File: src/rtl/ram_write_buffer.sv
// Posted write buffer between the cache controller and RAM: writes complete on entry, drain in background,
// reads forward the youngest buffered match. Optional write coalescing is enabled by defining WB_COALESCE_EN.
module ram_write_buffer #(
  parameter int ADDR_WIDTH = 16,
  parameter int DATA_WIDTH = 32,
  parameter int DEPTH      = 4,
  parameter int PTR_WIDTH  = 2
) (
  input  logic                  clk,
  input  logic                  rst,
  input  logic [ADDR_WIDTH-1:0] ctrl_address,
  input  logic [DATA_WIDTH-1:0] ctrl_write_data,
  input  logic                  ctrl_read_enable,
  input  logic                  ctrl_write_enable,
  output logic [DATA_WIDTH-1:0] ctrl_read_data,
  output logic                  ctrl_ready,
  output logic [ADDR_WIDTH-1:0] mem_address,
  output logic [DATA_WIDTH-1:0] mem_write_data,
  output logic                  mem_read_enable,
  output logic                  mem_write_enable,
  input  logic [DATA_WIDTH-1:0] mem_read_data,
  input  logic                  mem_ready,
  output logic [PTR_WIDTH:0]    wb_count,
  output logic                  wb_empty
);

  typedef enum logic [1:0] {IDLE, RD_WAIT, WR_WAIT} mem_state_e;

  localparam logic [PTR_WIDTH:0] FULL_COUNT = (PTR_WIDTH+1)'(DEPTH);

  mem_state_e            state_q, state_d;
  logic [PTR_WIDTH-1:0]  wr_ptr_q, wr_ptr_d;
  logic [PTR_WIDTH-1:0]  rd_ptr_q, rd_ptr_d;
  logic [PTR_WIDTH:0]    count_q, count_d;
  logic                  rd_pending_q, rd_pending_d;
  logic [ADDR_WIDTH-1:0] rd_addr_q, rd_addr_d;
  logic                  ctrl_ready_q, ctrl_ready_d;
  logic [DATA_WIDTH-1:0] ctrl_rdata_q, ctrl_rdata_d;
  logic [ADDR_WIDTH-1:0] mem_addr_q, mem_addr_d;
  logic [DATA_WIDTH-1:0] mem_wdata_q, mem_wdata_d;
  logic                  mem_re_q, mem_re_d;
  logic                  mem_we_q, mem_we_d;

  logic [ADDR_WIDTH-1:0] fifo_addr_q [DEPTH];
  logic [DATA_WIDTH-1:0] fifo_data_q [DEPTH];

  logic [DEPTH-1:0]      slot_match;
  logic                  fwd_hit;
  logic [PTR_WIDTH-1:0]  hit_idx;
  logic                  new_req, wr_req, rd_req, rd_miss;
  logic                  coal_hit, wr_accept, push, pop, coal_write;

  for (genvar gi = 0; gi < DEPTH; gi++) begin : g_match
    assign slot_match[gi] = (fifo_addr_q[gi] == ctrl_address);
  end

  // Walk from oldest to youngest so the last valid match wins.
  always_comb begin
    fwd_hit = 1'b0;
    hit_idx = rd_ptr_q;
    for (int k = 0; k < DEPTH; k++) begin
      if (((PTR_WIDTH+1)'(k) < count_q) && slot_match[rd_ptr_q + PTR_WIDTH'(k)]) begin
        fwd_hit = 1'b1;
        hit_idx = rd_ptr_q + PTR_WIDTH'(k);
      end
    end
  end

  // Enables seen during the ready cycle or behind an outstanding read are not new requests.
  assign new_req = !ctrl_ready_q && !rd_pending_q;
  assign wr_req  = new_req && ctrl_write_enable;
  assign rd_req  = new_req && ctrl_read_enable && !ctrl_write_enable;
  assign rd_miss = rd_req && !fwd_hit;

`ifdef WB_COALESCE_EN
  // The youngest match is the only candidate; if it is the head already on the bus, allocate instead.
  assign coal_hit = fwd_hit && !((hit_idx == rd_ptr_q) && (state_q == WR_WAIT));
`else
  assign coal_hit = 1'b0;
`endif

  assign wr_accept  = wr_req && (coal_hit || (count_q != FULL_COUNT));
  assign push       = wr_accept && !coal_hit;
  assign coal_write = wr_accept && coal_hit;
  assign pop        = (state_q == WR_WAIT) && mem_ready;

  always_comb begin
    state_d      = state_q;
    wr_ptr_d     = wr_ptr_q;
    rd_ptr_d     = rd_ptr_q;
    count_d      = count_q;
    rd_pending_d = rd_pending_q;
    rd_addr_d    = rd_addr_q;
    ctrl_ready_d = 1'b0;
    ctrl_rdata_d = ctrl_rdata_q;
    mem_addr_d   = mem_addr_q;
    mem_wdata_d  = mem_wdata_q;
    mem_re_d     = 1'b0;
    mem_we_d     = 1'b0;

    if (wr_accept) begin
      ctrl_ready_d = 1'b1;
    end
    if (rd_req && fwd_hit) begin
      ctrl_ready_d = 1'b1;
      ctrl_rdata_d = fifo_data_q[hit_idx];
    end
    if (rd_miss) begin
      rd_pending_d = 1'b1;
      rd_addr_d    = ctrl_address;
    end

    case (state_q)
      IDLE: begin
        if (rd_pending_q || rd_miss) begin
          mem_re_d   = 1'b1;
          mem_addr_d = rd_pending_q ? rd_addr_q : ctrl_address;
          state_d    = RD_WAIT;
        end else if (count_q != '0) begin
          mem_we_d    = 1'b1;
          mem_addr_d  = fifo_addr_q[rd_ptr_q];
          // A head being coalesced on this very edge must leave with the merged data.
          mem_wdata_d = (coal_write && (hit_idx == rd_ptr_q)) ? ctrl_write_data
                                                              : fifo_data_q[rd_ptr_q];
          state_d     = WR_WAIT;
        end
      end
      RD_WAIT: begin
        if (mem_ready) begin
          ctrl_rdata_d = mem_read_data;
          ctrl_ready_d = 1'b1;
          rd_pending_d = 1'b0;
          state_d      = IDLE;
        end
      end
      WR_WAIT: begin
        if (mem_ready) begin
          rd_ptr_d = rd_ptr_q + 1'b1;
          state_d  = IDLE;
        end
      end
      default: state_d = IDLE;
    endcase

    if (push) begin
      wr_ptr_d = wr_ptr_q + 1'b1;
    end
    case ({push, pop})
      2'b10:   count_d = count_q + 1'b1;
      2'b01:   count_d = count_q - 1'b1;
      default: count_d = count_q;
    endcase
  end

  always_ff @(posedge clk or posedge rst) begin
    if (rst) begin
      state_q      <= IDLE;
      wr_ptr_q     <= '0;
      rd_ptr_q     <= '0;
      count_q      <= '0;
      rd_pending_q <= 1'b0;
      rd_addr_q    <= '0;
      ctrl_ready_q <= 1'b0;
      ctrl_rdata_q <= '0;
      mem_addr_q   <= '0;
      mem_wdata_q  <= '0;
      mem_re_q     <= 1'b0;
      mem_we_q     <= 1'b0;
    end else begin
      state_q      <= state_d;
      wr_ptr_q     <= wr_ptr_d;
      rd_ptr_q     <= rd_ptr_d;
      count_q      <= count_d;
      rd_pending_q <= rd_pending_d;
      rd_addr_q    <= rd_addr_d;
      ctrl_ready_q <= ctrl_ready_d;
      ctrl_rdata_q <= ctrl_rdata_d;
      mem_addr_q   <= mem_addr_d;
      mem_wdata_q  <= mem_wdata_d;
      mem_re_q     <= mem_re_d;
      mem_we_q     <= mem_we_d;
    end
  end

  // Entry storage needs no reset: occupancy is defined by the pointers and count.
  always_ff @(posedge clk) begin
    if (push) begin
      fifo_addr_q[wr_ptr_q] <= ctrl_address;
      fifo_data_q[wr_ptr_q] <= ctrl_write_data;
    end else if (coal_write) begin
      fifo_data_q[hit_idx] <= ctrl_write_data;
    end
  end

  assign ctrl_read_data   = ctrl_rdata_q;
  assign ctrl_ready       = ctrl_ready_q;
  assign mem_address      = mem_addr_q;
  assign mem_write_data   = mem_wdata_q;
  assign mem_read_enable  = mem_re_q;
  assign mem_write_enable = mem_we_q;
  assign wb_count         = count_q;
  assign wb_empty         = (count_q == '0);

endmodule

File: config.mk
export PLATFORM = sky130hd
export DESIGN_NAME = ram_write_buffer
export DESIGN_NICKNAME = d
export VERILOG_FILES = /design/src/rtl/ram_write_buffer.sv
export SDC_FILE = /design/constraint.sdc
export NUM_CORES = 1
export LEC_CHECK = 0
export ABC_AREA = 1
export CAP_MARGIN = 20
export CORE_MARGIN = 1.5
export CORE_UTILIZATION = 37
export DETAILED_ROUTE_END_ITERATION = 8
export GPL_TIMING_DRIVEN = 0
export SKIP_CTS_REPAIR_TIMING = 1
export SLEW_MARGIN = 25
export SYNTH_ARGS = -nofsm -noshare
export SYNTH_HDL_FRONTEND = slang
export SYNTH_SLANG_ARGS = --single-unit
export TNS_END_PERCENT = 1
File: constraint.sdc
create_clock -name clk -period 4.59 [get_ports clk]
set_input_delay 0.918 -clock clk [delete_from_list [all_inputs] [get_ports clk]]
set_output_delay 0.918 -clock clk [all_outputs]
set_load 0.01 [all_outputs]
==> run notes <==
flow finished, numbers: Die Width=201.9 um, Cell variety after synth=39, Comb pwr share=between 40 and 50%, Placed Instances=2211, cell type with the largest total area=edfxtp_1, status=complete, no violations, adder-cell share of the synthesized area=around 1.0%, Yosys top cell area share=roughly two fifths, Clock Sinks=around 300, Final Hold Fails=0, Chip Area, Yosys=0.01464 mm^2, Relative slew margins=47.13%, slew at the pin closest to its max-slew limit=0.7930 ns, Peak supply drop=0.4201 mV, AND-OR/OR-AND share of the synthesized area=a little over a tenth, first-pass GRT wire length=around 65 mm, P_seq=a little under 4000 uW, Mux area share=0%, CP Capture Type=register, Comb. pwr=~6600 uW, fillers=between 3000 and 4000, # IOs=between 150 and 200, ratio of cells with drive above 1 in the final layout=about an eighth, flip-flops with a built-in enable=around 190, worst hold path depth=2, startpoint types=input port, CTS tree=done, setup ws final=about 0.86 ns, Core Density at Floorplan=around 38%, Overall Power=~13000 uW, DR iter-0 viols=between 900 and 1000, most frequent CP cell=nand3_1, sw power=about 5600 uW, Most common reg cell=edfxtp_1, Comb area share=about a quarter, layout net count=1827, Yosys Instances=1509, Clock Power=around 2800 uW, Reg power frac=30.0%, Critical Path, Cell by Cell=clkdlybuf4s50_1 -> inv_2 -> nand2_1 -> nand2_1 -> nor2_1 -> nand2_1 -> nor2_1 -> nand3_1 -> nand3_2 -> nand3_4 -> nand3_1 -> nand3_1 -> nand2_1 -> clkbuf_1 -> nand3_1 -> nand3_1 -> a21oi_1, GRT overflow=0, max reg flops=128, Post-synth seq share=roughly three fifths, Max Transition Viols Final=0, Die Span Y=about 200 um, most frequent cells after synthesis=371 x nand2_1, 192 x edfxtp_1, 184 x inv_1, 122 x nand3_1, 109 x dfrtp_1, Signal inverters=~200, Crit Path Class=in -> reg, Top cells excl fill/tap=371 x nand2_1, 192 x edfxtp_1, 183 x inv_1, Top reg by flops=fifo_data_q, worst min path class=reg -> reg, Crit path arrival time=between 4 and 5 ns, GRT Resource Usage Total=between 20% and 30%, Max Fclk=268.4 MHz, CP Capture Point=ctrl_read_data[14], post-route design area=between 0.015 and 0.02 mm^2, worst hold margin=slightly below 0.5 ns, Top Consumer=combinational logic, Pre-antenna DRT Iters=5, PwrDens=between 700 and 800 mW/mm^2, WL met3=approximately 2.7 mm, Setup crit start=ctrl_address[2], NonClk Buf Share=13.59%, RSZ-0062 raised after global routing=false, met2 wire length=between 15 and 20 mm, CP required=approximately 5.0 ns, clock share of power=between 20% and 30%, die area=0.04076 mm^2, DR top layer=met5, most common cell in the netlist=nand2_1, total core area=roughly 0.039 mm^2, clk buf depth=3, Global Route met2 Usage=32.56%, Main logic family=simple AND/OR/NAND/NOR gates, clock buf count=49, largest net degree at the start of global routing=about 68, vias in the first global route=11262, Post-synth regs=301, Detail Placement HPWL=around 30 mm, maximum fanout along the worst path=10, Mapped Cells=about 1500, initial antenna violation count=4, Sw Share=roughly two fifths, Mean Syn Cell Area=roughly 9.7 um^2, CP max stage cell=clkdlybuf4s50_1, sequential cell area=roughly 0.0085 mm^2, n_taps=518, Max-area cell class=flip-flops and latches, family with the most delay on the worst path=simple AND/OR/NAND/NOR gates, sequential cell count=between 300 and 400, most common logic cell in the routed design=nand2_1, HP Start=rd_addr_q[1], root buffer cell=clkbuf_16, Total Wirelength=between 40 and 50 mm, Async S/R FF share, synth=around 36%, Num CTS Buffers=35, Core Rows=~70, crit share post-route=approximately four fifths, routed vias/inst=roughly 5, #MultiIn Comb=a little over 900, Seq/total area=a little under half, skew final=about 0.031 ns, WHS Endpoint=rd_addr_q[1], Pleak=around 0.0077 uW, final setup violation count=0, biggest regs=fifo_data_q (128), fifo_addr_q (64), DRC=0, Late-Pin Clk Latency=about 0.55 ns, Worst R2R Path Depth=15, Post-DRT Antenna Nets=0, setup_tns=0 ns, comb. cell area=a little under 0.005 mm^2, ClkCell Share=approximately 6.2%, critical path depth=17, max_cap viols=0, clk slew on worst S/H paths=around 0.06 ns, diodes inserted=2, Synth Area in Simple Gates=between 10% and 20%, synth warn=0, reg2reg end=mem_address[6], Int Power=about 7700 uW, worst reg2reg startpoint=rd_ptr_q[0], Buf/Inv on CP=3, mapped cell area=0.01464 mm^2, fin crit period=between 3 and 4 ns, non-filler cells in the finished layout=between 2000 and 2500, CTS H-tree lvls=2, area grow syn2layout=26.51%, yosys xor share=under 10%, total number of vias=roughly 12000, Setup Slack @ Placement=around 0.37 ns
### Signal wires by layer

Scale bar: 50 um.
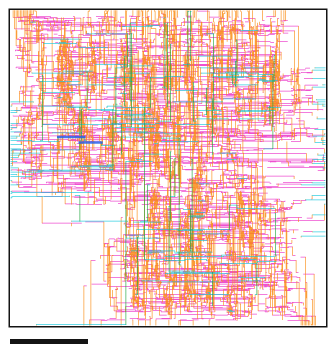
- magenta: met1 (wire length 19300 um)
- blue: met5 (wire length 30.4 um)
- cyan: met3 (wire length 2740 um)
- green: met4 (wire length 1480 um)
- orange: met2 (wire length 19500 um)

### Placed cells, one color a class

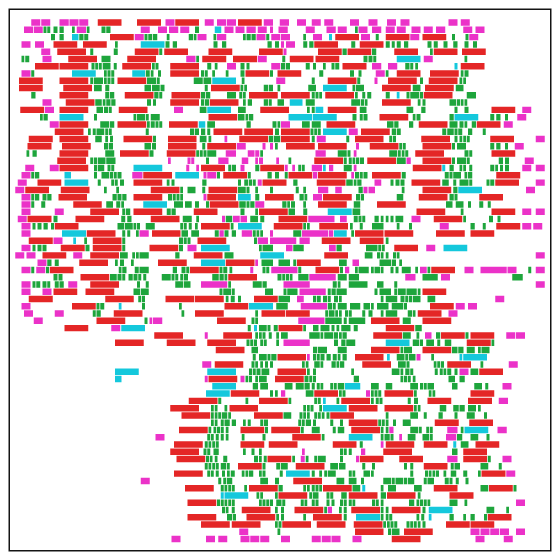
- red: flip-flops (cells 301; share of their area 48%)
- green: all other logic (cells 1129; share of their area 32%)
- cyan: clock drivers and dummy loads (cells 64; share of their area 6.4%)
- magenta: other buffers and delay cells (cells 263; share of their area 14%)

### Congestion heat map

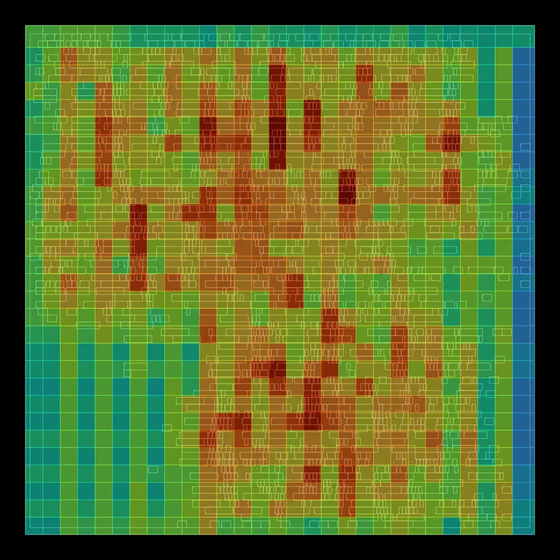
Final Util: 47.69%
GRT Max-Usage Layer: met2
GRT met3 Usage: 3.338%
WL per Instance: 18.91 um
grt met1 use: 29.38%

Power figures rest on the tool's default switching activity, not on a simulated workload.
